==> config.mk <==
export PLATFORM = sky130hd
export DESIGN_NAME = gpio_pad_arbiter
export DESIGN_NICKNAME = d
export VERILOG_FILES = /design/src/rtl/gpio_arb_pkg.sv /design/src/rtl/gpio_rr_pick.sv /design/src/rtl/gpio_pad_arbiter.sv
export SDC_FILE = /design/constraint.sdc
export NUM_CORES = 1
export LEC_CHECK = 0
export ABC_AREA = 1
export CAP_MARGIN = 20
export CORE_AREA = 3 3 173 175
export DETAILED_ROUTE_END_ITERATION = 10
export DIE_AREA = 0 0 176 178
export PLACE_DENSITY_LB_ADDON = 0.15
export SETUP_SLACK_MARGIN = 0.05
export SYNTH_ARGS = -nofsm -noshare
export SYNTH_HDL_FRONTEND = slang
export SYNTH_SLANG_ARGS = --single-unit
==> constraint.sdc <==
create_clock -name pclk -period 2.1 [get_ports pclk]
set_clock_uncertainty 0.05 [all_clocks]
set_input_delay 0.21 -clock pclk [delete_from_list [all_inputs] [get_ports pclk]]
set_output_delay 0.21 -clock pclk [all_outputs]
set_load 0.1 [all_outputs]
==> src/rtl/gpio_arb_pkg.sv <==
// Shared types and default sizing for the GPIO pad arbiter.
// Imported by the arbiter top and its round-robin picker.
package gpio_arb_pkg;

   typedef enum logic [1:0] {
      ST_IDLE  = 2'd0,
      ST_GRANT = 2'd1,
      ST_TURN  = 2'd2
   } arb_state_e;

   localparam int DEF_GPIO_NUM = 32;
   localparam int DEF_NUM_REQ  = 4;
   localparam int DEF_HOLD_W   = 16;

endpackage

==> src/rtl/gpio_rr_pick.sv <==
// Round-robin winner select: lowest requesting index at or
// after ptr, wrapping modulo N. Purely combinational.
module gpio_rr_pick
   import gpio_arb_pkg::*;
#(
   parameter int N = DEF_NUM_REQ
) (
   input  logic [N-1:0]         req,
   input  logic [$clog2(N)-1:0] ptr,
   output logic                 valid,
   output logic [$clog2(N)-1:0] index
);

   localparam int IW = $clog2(N);

   logic [IW:0] slot;

   // Walk offsets high to low so the nearest requester wins last.
   always_comb begin
      valid = |req;
      index = '0;
      slot  = '0;
      for (int k = N - 1; k >= 0; k--) begin
         slot = {1'b0, ptr} + (IW + 1)'(k);
         if (slot >= (IW + 1)'(N)) begin
            slot = slot - (IW + 1)'(N);
         end
         if (req[slot[IW-1:0]]) begin
            index = slot[IW-1:0];
         end
      end
   end

endmodule

==> src/rtl/gpio_pad_arbiter.sv <==
// Hands GPIO pads to one hardware requester at a time,
// round-robin with an optional hold limit and a 1-cycle turnaround.
module gpio_pad_arbiter
   import gpio_arb_pkg::*;
#(
   parameter int GPIO_NUM = DEF_GPIO_NUM,
   parameter int NUM_REQ  = DEF_NUM_REQ,
   parameter int HOLD_W   = DEF_HOLD_W
) (
   input  logic                               pclk,
   input  logic                               prst,
   input  logic [NUM_REQ-1:0]                 req_i,
   input  logic [NUM_REQ-1:0]                 rel_i,
   input  logic [NUM_REQ-1:0][GPIO_NUM-1:0]   req_out_i,
   input  logic [NUM_REQ-1:0][GPIO_NUM-1:0]   req_dir_i,
   input  logic [GPIO_NUM-1:0]                sw_out_i,
   input  logic [GPIO_NUM-1:0]                sw_dir_i,
   input  logic [GPIO_NUM-1:0]                iof_i,
   input  logic [HOLD_W-1:0]                  hold_lim_i,
   output logic [NUM_REQ-1:0]                 gnt_o,
   output logic [$clog2(NUM_REQ)-1:0]         owner_o,
   output logic                               busy_o,
   output logic                               timeout_o,
   output logic [GPIO_NUM-1:0]                pad_out_o,
   output logic [GPIO_NUM-1:0]                pad_dir_o
);

   localparam int IW = $clog2(NUM_REQ);

   arb_state_e          state;
   logic [IW-1:0]       rr_ptr;
   logic [IW-1:0]       owner;
   logic [HOLD_W-1:0]   hold_cnt;
   logic [NUM_REQ-1:0]  gnt;
   logic                busy;
   logic                timeout;

   logic                pick_valid;
   logic [IW-1:0]       pick_idx;
   logic                own_rel;
   logic                own_drop;
   logic                lim_hit;
   logic                leave;
   logic [IW-1:0]       ptr_next;
   logic [GPIO_NUM-1:0] hw_sel;

   gpio_rr_pick #(
      .N (NUM_REQ)
   ) u_pick (
      .req   (req_i),
      .ptr   (rr_ptr),
      .valid (pick_valid),
      .index (pick_idx)
   );

   always_comb begin
      own_rel  = rel_i[owner];
      own_drop = ~req_i[owner];
      lim_hit  = (hold_lim_i != '0) &&
                 (hold_cnt == hold_lim_i - HOLD_W'(1));
      leave    = own_rel | own_drop | lim_hit;
      ptr_next = (owner == IW'(NUM_REQ - 1)) ? '0 : owner + 1'b1;
   end

   always_ff @(posedge pclk) begin
      if (prst) begin
         state    <= ST_IDLE;
         rr_ptr   <= '0;
         owner    <= '0;
         hold_cnt <= '0;
         gnt      <= '0;
         busy     <= 1'b0;
         timeout  <= 1'b0;
      end else begin
         timeout <= 1'b0;
         unique case (state)
            ST_IDLE, ST_TURN: begin
               if (pick_valid) begin
                  state    <= ST_GRANT;
                  owner    <= pick_idx;
                  gnt      <= NUM_REQ'(1) << pick_idx;
                  busy     <= 1'b1;
                  hold_cnt <= '0;
               end else begin
                  state <= ST_IDLE;
               end
            end
            ST_GRANT: begin
               if (leave) begin
                  state   <= ST_TURN;
                  gnt     <= '0;
                  busy    <= 1'b0;
                  rr_ptr  <= ptr_next;
                  // A release or drop in the same cycle is not a timeout.
                  timeout <= lim_hit & ~own_rel & ~own_drop;
               end else if (hold_cnt != '1) begin
                  hold_cnt <= hold_cnt + 1'b1;
               end
            end
            default: begin
               state <= ST_IDLE;
               gnt   <= '0;
               busy  <= 1'b0;
            end
         endcase
      end
   end

   assign hw_sel    = iof_i & {GPIO_NUM{busy}};
   assign pad_out_o = (req_out_i[owner] & hw_sel) | (sw_out_i & ~hw_sel);
   assign pad_dir_o = (req_dir_i[owner] & hw_sel) | (sw_dir_i & ~hw_sel);

   assign gnt_o     = gnt;
   assign owner_o   = owner;
   assign busy_o    = busy;
   assign timeout_o = timeout;

endmodule

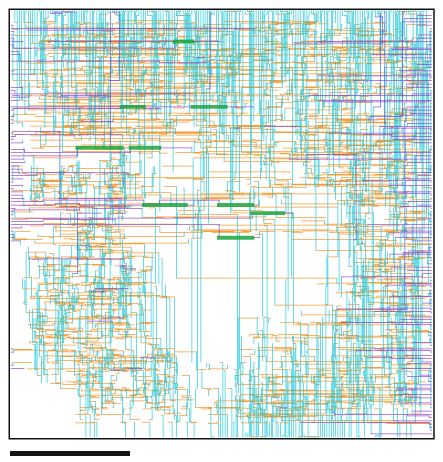
Fig. 1. Metal layers overlaid (run 1).
The bar under the picture is 50 um long.
Orange is M1, wire length 16900 um. Cyan is M2, wire length 19400 um. Green is M5, wire length 119 um. Purple is M3, wire length 3410 um. Blue is M4, wire length 446 um.
DRT Wirelength: 40300 um
total track usage: 0.215

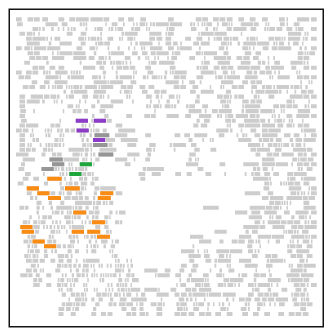
Fig. 2. Sequential cells grouped by signal name (run 1).
Other sequential cells in the stronger gray, the rest of the logic in the fainter gray.
Orange is hold_cnt, sequential cells 16. Green is state, sequential cells 2. Purple is gnt_o, sequential cells 4.
Reg area: 589 um^2
Seq/total area: 0.0439
Final Util: 0.469

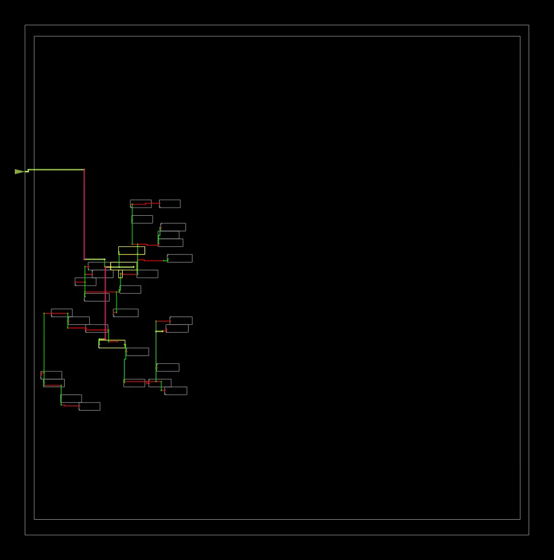
Fig. 3. Clock routing (run 1).
clk latency late pin: 0.26 ns
Sink Count: 28
CLK BUF: 4

==> flow_metrics.env, run 1 <==
# implementation run metrics
export IMPL_path_depth=8
export IMPL_placed_area_um2=12000
export IMPL_dp_slack_ns=-0.446
export IMPL_swShare=0.524
export IMPL_synth_warnings=0
export IMPL_layout_cells_non_filler=1897
export IMPL_drt_iter0_drc=487
export IMPL_drc=0
export IMPL_drive_gt1_frac=0.313
export IMPL_syn_avg_cell_area_um2=5.01
export IMPL_grt_setup_unrepaired="true"
export IMPL_r2r_end="hold_cnt[4]"
export IMPL_antenna_cells=6
export IMPL_place_hpwl_um=30500
export IMPL_critPathBufInv=4
export IMPL_synth_edff_count=0
export IMPL_max_slew_margin=0.667
export IMPL_largest_reg_flops=16
export IMPL_reg2reg_from="owner_o[0]"
export IMPL_grt_max_degree=76
export IMPL_fin_crit_ns=2.07
export IMPL_cts_max_level=1
export IMPL_peakVddDrop_mv=0.479
export IMPL_dieArea_um2=31300
export IMPL_cp_slowest_cell="dfxtp_4"
export IMPL_ys_sh_xor=0.0445
export IMPL_critPathLaunch="owner_o[0]"
export IMPL_path_cells="buf_12, clkbuf_16, buf_4, nor2_4, nor2_2, o21ai_2, a31oi_4, buf_12"
export IMPL_ff2ff_path_depth=13
export IMPL_top_area_frac=0.281
export IMPL_grt_pass1_vias=7827
export IMPL_lay_top_cells="365 x clkdlybuf4s50_1, 310 x nor2_1, 114 x nand2_1"
export IMPL_fp_util=0.176
export IMPL_ios=450
export IMPL_comb_share=0.411
export IMPL_p_clk_uw=442
export IMPL_status="completed"
export IMPL_synth_seq_share=0.111
export IMPL_regMostFlops="hold_cnt"
export IMPL_fin_setup_tns_ns=0
export IMPL_clk_share=0.00587
export IMPL_holdWs_ns=0.417
export IMPL_dieHeight_um=178
export IMPL_topCombFamilyByArea="simple AND/OR/NAND/NOR gates"
export IMPL_timing_worst_setup_path_type="reg2out"
export IMPL_post_cts_buffers=13
export IMPL_seq_cells=28
export IMPL_timing_final_crit_share=0.986
export IMPL_finalSetupViolCount=0
export IMPL_max_freq_mhz=483
export IMPL_cp_data_required_time_ns=1.84
export IMPL_top_cells_by_area="nor2_1 28%, o21ai_0 14%, dfxtp_1 11%"
export IMPL_postSynthCellCount=1004
export IMPL_comb_power_uw=5990
export IMPL_numPortBuffers=449
export IMPL_clockPowerShare=0.063
export IMPL_drtPass1Iterations=5
export IMPL_top_area_cell="nor2_1"
export IMPL_synthAdderAreaFrac=0.00746
export IMPL_antenna_found_initial=14
export IMPL_rrSetupSlack_ns=0.07
export IMPL_stdcell_area_um2=13400
export IMPL_buf_share=0.482
export IMPL_tapCellCount=384
export IMPL_placed_cells=1844
export IMPL_cts_inserted_buffers=3
export IMPL_yosys_area_um2=5030
export IMPL_critical_path_top_delay_family="buffers and inverters"
export IMPL_grt_pass1_wl_um=51200
[run 1: per-layer routing]
layer	up-vias	routed length [um]	part of all wire	track usage
li1	4313	-	-	-
met4	18	446	0.011	0.0274
met2	278	19400	0.48	0.361
met1	3953	16900	0.42	0.271
met5	-	118	0.0029	0
met3	40	3410	0.085	0.0781
[run 1: worst min-delay path by stage]
stage / start / endpoint / slack (ns) / depth (start not counted)
4_1_cts: gnt_o[1] / gnt_o[1] / 0.42 / 2
6_report: gnt_o[1] / gnt_o[1] / 0.42 / 2
2_1_floorplan: hold_cnt[4] / hold_cnt[4] / 0.41 / 2
3_5_place_dp: gnt_o[1] / gnt_o[1] / 0.41 / 2
5_1_grt: gnt_o[1] / gnt_o[1] / 0.44 / 2
3_3_place_gp: gnt_o[1] / gnt_o[1] / 0.41 / 2
--- run 2 (diff from run 1) ---
--- a/constraint.sdc
+++ b/constraint.sdc
@@ -3,3 +3,3 @@
 set_input_delay 0.21 -clock pclk [delete_from_list [all_inputs] [get_ports pclk]]
 set_output_delay 0.21 -clock pclk [all_outputs]
-set_load 0.1 [all_outputs]
+set_load 0.01 [all_outputs]
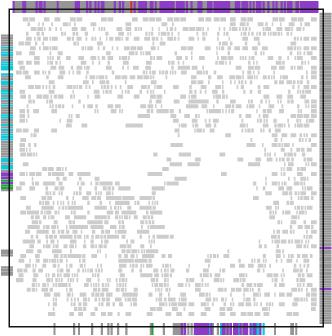
Fig. 4. Pin placement (run 2).
Pins as bars across the die edge, other pins in gray.
Red is busy_o, pins 1, direction output, edge top. Purple is req_out_i, pins 128, direction input, edge 95 top, 27 bottom, 4 left, 2 right. Green is gnt_o, pins 4, direction output, edge 3 left, 1 bottom. Cyan is sw_out_i, pins 32, direction input, edge 25 left, 7 bottom.
All pins by edge: 187 top, 129 right, 71 left, 63 bottom.
die height: 178 um
Die X: 176 um
# port buffers: 449

==> flow_metrics.env, run 2 <==
# implementation run metrics
export IMPL_largest_reg_flops=16
export IMPL_top_usage_layer="met2"
export IMPL_r2r_end="hold_cnt[8]"
export IMPL_timing_worst_setup_path_type="reg2out"
export IMPL_critPathLaunch="owner_o[0]"
export IMPL_routed_wl_met2_um=17000
export IMPL_fin_setup_tns_ns=0
export IMPL_use_met3=0.0945
export IMPL_grt_max_degree=50
export IMPL_drive_gt1_frac=0.159
export IMPL_peakVddDrop_mv=0.334
export IMPL_comb_share=0.380
export IMPL_intPower_uw=2590
export IMPL_p_clk_uw=568
export IMPL_clk_latency_ns=0.26
export IMPL_antenna_found_initial=24
export IMPL_cp_slowest_cell="dfxtp_4"
export IMPL_grt_setup_unrepaired="true"
export IMPL_regMostFlops="hold_cnt"
export IMPL_drt_iter0_drc=476
export IMPL_ios=450
export IMPL_grt_pass1_wl_um=51700
export IMPL_cts_sinks=28
export IMPL_top_area_frac=0.281
export IMPL_timing_final_crit_share=0.948
export IMPL_globalRouteMet2Util=0.356
export IMPL_synth_edff_count=0
export IMPL_ys_sh_xor=0.0445
export IMPL_comb_power_share=0.733
export IMPL_min_path_cells=2
export IMPL_place_hpwl_um=31300
export IMPL_seq_cells=28
export IMPL_ff2ff_path_depth=13
export IMPL_sh_seq_area=0.0535
export IMPL_critical_path_top_delay_family="buffers and inverters"
export IMPL_antenna_cells=10
export IMPL_max_stage_delay_ns=0.39
export IMPL_drc=0
export IMPL_dieArea_um2=31300
export IMPL_comb_power_uw=3270
export IMPL_synth_seq_share=0.111
export IMPL_clk_share=0.00964
export IMPL_whs_endpoint="hold_cnt[4]"
export IMPL_nClkBuffers=3
export IMPL_top_cells_by_area="nor2_1 28%, o21ai_0 14%, dfxtp_1 11%"
export IMPL_reg2reg_from="owner_o[0]"
export IMPL_syn_avg_cell_area_um2=5.01
export IMPL_synthAdderAreaFrac=0.00746
export IMPL_top_area_cell="nor2_1"
export IMPL_fin_crit_ns=1.99
export IMPL_holdWs_ns=0.420
export IMPL_seq_area_um2=583
export IMPL_path_depth=6
export IMPL_lay_top_cells="373 x clkdlybuf4s50_1, 361 x nor2_1, 117 x o21ai_0"
export IMPL_yosys_area_um2=5030
export IMPL_max_slew_margin=0.619
export IMPL_rrSetupSlack_ns=0.12
export IMPL_routed_wirelength_um=37500
export IMPL_finalSetupViolCount=0
export IMPL_synth_warnings=0
export IMPL_path_cells="buf_6, nor2_1, nor2_1, o21ai_0, a31oi_1, dlygate4sd2_1"
export IMPL_tapCellCount=384
export IMPL_grt_pass1_vias=7932
export IMPL_dr_wl_met3_um=3990
export IMPL_status="completed"
export IMPL_hp_start="hold_cnt[4]"
export IMPL_swShare=0.419
export IMPL_clockPowerShare=0.127
export IMPL_use_met1=0.284
export IMPL_max_freq_mhz=502
export IMPL_fp_util=0.176
export IMPL_cp_data_required_time_ns=1.84
export IMPL_m1WireLength_um=16000
run 2: tightest hold or removal path: stages (launching register included):
cell     delay, ns
dfxtp_2       0.33
nand2_2       0.06
a21oi_2       0.04
run 2: what timing repair did:
action / CTS / global route
buffers inserted: 2 / 6
resized: 138 / 152
gates cloned: 1 / 0
pin swaps: 17 / 27
hold endpoints to repair: 0 / 0
endpoints found under the setup margin: 90 / 70
run 2: per-stage QoR:
| stage | utilization | setup slack [ns] | std cells | area, um^2 |
|---|---|---|---|---|
| after floorplan | - | 0.177 | 1004 | 5030 |
| after global placement | 0.372 | -0.380 | 1870 | 10600 |
| after detailed placement | 0.372 | -0.436 | 1870 | 10600 |
| after CTS | 0.377 | 0.0531 | 1877 | 10800 |
| after global routing | 0.380 | -0.0212 | 1884 | 10900 |
| final | 0.381 | 0.110 | 1893 | 10900 |
